==> config.mk <==
export PLATFORM = sky130hd
export DESIGN_NAME = serdes_tx_ctrl_flat
export DESIGN_NICKNAME = d
export VERILOG_FILES = /design/src/rtl/serdes_tx_ctrl_if.sv /design/src/rtl/serdes_tx_ctrl.sv /design/src/flat_wrapper.sv
export SDC_FILE = /design/constraint.sdc
export NUM_CORES = 1
export LEC_CHECK = 0
export CAP_MARGIN = 20
export CELL_PAD_IN_SITES_DETAIL_PLACEMENT = 2
export CELL_PAD_IN_SITES_GLOBAL_PLACEMENT = 2
export CORE_ASPECT_RATIO = 1.1
export CORE_UTILIZATION = 30
export DETAILED_ROUTE_END_ITERATION = 7
export GPL_ROUTABILITY_DRIVEN = 0
export PLACE_DENSITY = 0.83
export SLEW_MARGIN = 20
export SYNTH_ARGS = -nofsm -noshare
export SYNTH_HDL_FRONTEND = slang
export SYNTH_SLANG_ARGS = --single-unit
==> constraint.sdc <==
create_clock -name clk -period 1.93 [get_ports clk]
set_clock_uncertainty 0.2 [all_clocks]
set_input_delay 0.4825 -clock clk [delete_from_list [all_inputs] [get_ports clk]]
set_output_delay 0.4825 -clock clk [all_outputs]
set_load 0.05 [all_outputs]
==> src/rtl/serdes_tx_ctrl_if.sv <==
// Upstream byte stream, link enable and encoder-side signals of the SerDes transmit sequencer.
// master = upstream/link-control side, slave = serdes_tx_ctrl.
interface serdes_tx_ctrl_if;
  logic        tx_enable;
  logic [7:0]  s_data;
  logic        s_valid;
  logic        s_ready;
  logic [7:0]  enc_din;
  logic        enc_en;
  logic        link_up;
  logic        idle_flag;
  logic [15:0] data_cnt;

  modport master (
    output tx_enable, s_data, s_valid,
    input  s_ready, enc_din, enc_en, link_up, idle_flag, data_cnt
  );

  modport slave (
    input  tx_enable, s_data, s_valid,
    output s_ready, enc_din, enc_en, link_up, idle_flag, data_cnt
  );
endinterface

==> src/rtl/serdes_tx_ctrl.sv <==
// Transmit sequencer pacing upstream bytes into the 8b/10b encoder, one symbol per SYM_CYCLES clocks.
// Define SERDES_TX_TRAIN_EN to include the TRAIN preamble state; otherwise OFF goes straight to RUN.
module serdes_tx_ctrl #(
  parameter int unsigned SYM_CYCLES = 10,
  parameter int unsigned TRAIN_LEN  = 16,
  parameter logic [7:0]  TRAIN_BYTE = 8'h5A,
  parameter logic [7:0]  IDLE_BYTE  = 8'hBC
) (
  input  logic            clk,
  input  logic            reset,
  serdes_tx_ctrl_if.slave bus
);

  localparam int unsigned       SLOT_W    = $clog2(SYM_CYCLES);
  localparam logic [SLOT_W-1:0] SLOT_LAST = SLOT_W'(SYM_CYCLES - 1);

  if (SYM_CYCLES < 3 || TRAIN_LEN < 1) begin : g_bad_param
    $error("serdes_tx_ctrl: SYM_CYCLES must be >= 3 and TRAIN_LEN >= 1");
  end

  typedef enum logic [1:0] {
    ST_OFF   = 2'd0,
    ST_TRAIN = 2'd1,
    ST_RUN   = 2'd2
  } state_t;

  state_t            r_state;
  logic [SLOT_W-1:0] r_slot;
  logic [7:0]        r_enc_din;
  logic              r_enc_en;
  logic              r_link_up;
  logic              r_idle_flag;
  logic [15:0]       r_data_cnt;

`ifdef SERDES_TX_TRAIN_EN
  localparam int unsigned   TC_W    = $clog2(TRAIN_LEN + 1);
  localparam logic [TC_W-1:0] TC_LAST = TC_W'(TRAIN_LEN - 1);
  logic [TC_W-1:0] r_train_cnt;
`endif

  logic       w_boundary;
  logic       w_s_ready;
  logic [7:0] w_fill_byte;

  assign w_boundary  = (r_state != ST_OFF) && (r_slot == SLOT_LAST);
  // Ready depends only on registered state and tx_enable, never on s_valid.
  assign w_s_ready   = (r_state == ST_RUN) && (r_slot == SLOT_LAST) && bus.tx_enable;
  assign w_fill_byte = (r_state == ST_RUN) ? IDLE_BYTE : TRAIN_BYTE;

  always_ff @(posedge clk or negedge reset) begin
    if (!reset) begin
      r_state     <= ST_OFF;
      r_slot      <= SLOT_LAST;
      r_enc_din   <= 8'h00;
      r_enc_en    <= 1'b0;
      r_link_up   <= 1'b0;
      r_idle_flag <= 1'b0;
      r_data_cnt  <= 16'h0000;
`ifdef SERDES_TX_TRAIN_EN
      r_train_cnt <= '0;
`endif
    end else begin
      // enc_en covers exactly the slot==1 cycle: encoder loads at end of slot 0, emits at end of slot 1.
      r_enc_en <= (r_state != ST_OFF) && (r_slot == '0);

      case (r_state)
        ST_OFF: begin
          r_slot      <= SLOT_LAST;
          r_enc_din   <= 8'h00;
          r_idle_flag <= 1'b0;
          r_link_up   <= 1'b0;
`ifdef SERDES_TX_TRAIN_EN
          r_train_cnt <= '0;
          if (bus.tx_enable) begin
            r_state <= ST_TRAIN;
          end
`else
          if (bus.tx_enable) begin
            r_state   <= ST_RUN;
            r_link_up <= 1'b1;
          end
`endif
        end

        default: begin
          if (!w_boundary) begin
            r_slot <= r_slot + 1'b1;
          end else if (!bus.tx_enable) begin
            // Slot finished with link disabled: park in OFF, nothing loaded or accepted.
            r_state     <= ST_OFF;
            r_enc_din   <= 8'h00;
            r_idle_flag <= 1'b0;
            r_link_up   <= 1'b0;
          end else begin
            r_slot <= '0;
            if (r_state == ST_RUN) begin
              if (bus.s_valid) begin
                r_enc_din   <= bus.s_data;
                r_idle_flag <= 1'b0;
                r_data_cnt  <= r_data_cnt + 16'd1;
              end else begin
                r_enc_din   <= w_fill_byte;
                r_idle_flag <= 1'b1;
              end
            end
`ifdef SERDES_TX_TRAIN_EN
            else begin
              r_enc_din   <= w_fill_byte;
              r_idle_flag <= 1'b1;
              r_train_cnt <= r_train_cnt + 1'b1;
              if (r_train_cnt == TC_LAST) begin
                r_state   <= ST_RUN;
                r_link_up <= 1'b1;
              end
            end
`endif
          end
        end
      endcase
    end
  end

  assign bus.s_ready   = w_s_ready;
  assign bus.enc_din   = r_enc_din;
  assign bus.enc_en    = r_enc_en;
  assign bus.link_up   = r_link_up;
  assign bus.idle_flag = r_idle_flag;
  assign bus.data_cnt  = r_data_cnt;

endmodule

==> src/flat_wrapper.sv <==
// flat-port wrapper written by rule: the top's interface ports become plain ports
module serdes_tx_ctrl_flat 
#(
  parameter int unsigned SYM_CYCLES = 10,
  parameter int unsigned TRAIN_LEN  = 16,
  parameter logic [7:0]  TRAIN_BYTE = 8'h5A,
  parameter logic [7:0]  IDLE_BYTE  = 8'hBC
)
  (clk, reset, bus_tx_enable, bus_s_data, bus_s_valid, bus_s_ready, bus_enc_din, bus_enc_en, bus_link_up, bus_idle_flag, bus_data_cnt);
  serdes_tx_ctrl_if bus_i ();
  input  logic clk;
  input  logic reset;
  input wire logic [$bits(bus_i.tx_enable)-1:0] bus_tx_enable;
  input wire logic [$bits(bus_i.s_data)-1:0] bus_s_data;
  input wire logic [$bits(bus_i.s_valid)-1:0] bus_s_valid;
  output wire logic [$bits(bus_i.s_ready)-1:0] bus_s_ready;
  output wire logic [$bits(bus_i.enc_din)-1:0] bus_enc_din;
  output wire logic [$bits(bus_i.enc_en)-1:0] bus_enc_en;
  output wire logic [$bits(bus_i.link_up)-1:0] bus_link_up;
  output wire logic [$bits(bus_i.idle_flag)-1:0] bus_idle_flag;
  output wire logic [$bits(bus_i.data_cnt)-1:0] bus_data_cnt;
  assign bus_i.tx_enable = bus_tx_enable;
  assign bus_i.s_data = bus_s_data;
  assign bus_i.s_valid = bus_s_valid;
  assign bus_s_ready = bus_i.s_ready;
  assign bus_enc_din = bus_i.enc_din;
  assign bus_enc_en = bus_i.enc_en;
  assign bus_link_up = bus_i.link_up;
  assign bus_idle_flag = bus_i.idle_flag;
  assign bus_data_cnt = bus_i.data_cnt;
  serdes_tx_ctrl #(.SYM_CYCLES(SYM_CYCLES), .TRAIN_LEN(TRAIN_LEN), .TRAIN_BYTE(TRAIN_BYTE), .IDLE_BYTE(IDLE_BYTE)) u_core (.clk(clk), .reset(reset), .bus(bus_i));
endmodule
==> impl_metrics.env <==
# physical design summary
export IMPL_cts_setup_buffers=5
export IMPL_p_per_area_mw_per_mm2=1350
export IMPL_aoi_share_pct=7.33
export IMPL_violations="negative setup slack"
export IMPL_die_w_um=71.0
export IMPL_synth_cells=141
export IMPL_critPathMaxFanout=2
export IMPL_dr_pass1_iters=5
export IMPL_post_cts_resized=9
export IMPL_clock_latency_ns=0.29
export IMPL_r2r_slack_ns=-0.04
export IMPL_fmax_ghz=0.488
export IMPL_die_height_um=77.9
export IMPL_holdWs_ns=0.325
export IMPL_yosys_area_mm2=0.00157
export IMPL_antenna_found_initial=0
export IMPL_pg_seq_mw=1.05
export IMPL_cp_top_family="flip-flops"
export IMPL_buf_share_pct=30.0
export IMPL_grt_pass1_vias=1549
export IMPL_cp_endpoint="bus_s_ready"
export IMPL_min_period_ns=2.05
export IMPL_rr_startpoint="u_core.r_slot[0]$_DFFE_PN1P_"
export IMPL_numCtsBuffers=5
export IMPL_seq_cell_count=32
export IMPL_totalWireLength_um=5270
export IMPL_cts_clk_slew_worst_paths_ns=0.07
export IMPL_core_area_mm2=0.00503
export IMPL_area_dominant_class="flip-flops and latches"
export IMPL_max_slew_margin_rel_pct=78.8
export IMPL_use_met2_pct=41.3
export IMPL_finalSetupTns_ns=-0.205
export IMPL_finalNetCount=218
export IMPL_ir_drop_mv=0.738
export IMPL_switching_share_pct=41.8
export IMPL_warning_count=32
export IMPL_final_area_mm2=0.00250
export IMPL_power_leakage_nw=1.12
export IMPL_seq_power_share_pct=30.9
export IMPL_port_buffers=39
export IMPL_row_count=27
export IMPL_setup_viol=4
export IMPL_switchingPower_mw=1.42
export IMPL_clockBufferDepth=2
export IMPL_combPwrFrac_pct=49.9
export IMPL_internal_power_mw=1.97
export IMPL_status="finished, violations left"
export IMPL_postSynth_asyncResetShare_pct=100
export IMPL_well_tap_count=58
export IMPL_seq_share_pct=32.2
export IMPL_placed_cell_area_mm2=0.00230
export IMPL_r2r_cells=7
export IMPL_cts_sinks=32
export IMPL_post_dp_hpwl_um=3420
export IMPL_ys_cells=141
export IMPL_postRouteAntennaNets=0
export IMPL_combGateArea_um2=749
export IMPL_setup_ws_ns=-0.119
export IMPL_clkCellAreaFrac_pct=4.30
export IMPL_tightestPinTransition_ns=0.315
export IMPL_nClkBuffers=6
export IMPL_dieArea_mm2=0.00553
export IMPL_num_antenna_cells=0
export IMPL_hold_viol_final=0
export IMPL_met1_usage_pct=20.6
export IMPL_cp_num_cells=4
export IMPL_hold_depth=2
export IMPL_p_total_mw=3.39
export IMPL_edf_count=0
export IMPL_ys_sh_mux_pct=1.43
Fig. 1: a small window of the routed layout
Window x 20 to 50, y 24 to 54 um. Cells in grey, sequential cells in the stronger grey; small squares are vias.
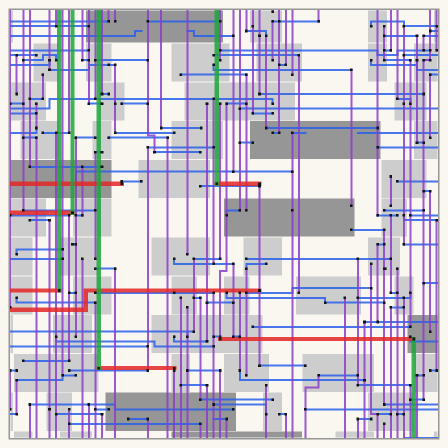
colour	layer
purple	M2
red	M3
green	M4
blue	M1
netlist names of flops here include	`u_core.bus.data_cnt` (2), `u_core.r_slot` (2)
cells with their middle in the window	46
most frequent	buf_4 (7), nand2_1 (6)
sequential cells in the window	5

Fig. 2: selected gate families
Drawn at 4 px/um.
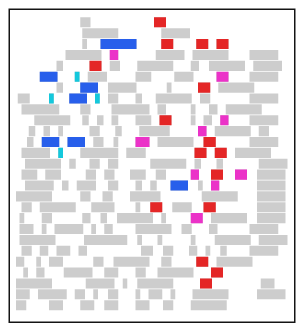
colour	family	cells
blue	fa/ha/maj cells	7
magenta	and/or cells	9
red	xor and xnor cells	16
cyan	inv cells	4
Commonest Layout Cell: dfrtp_1
multi-input combinational area share: 30.0%
non-filler cells, final: 258

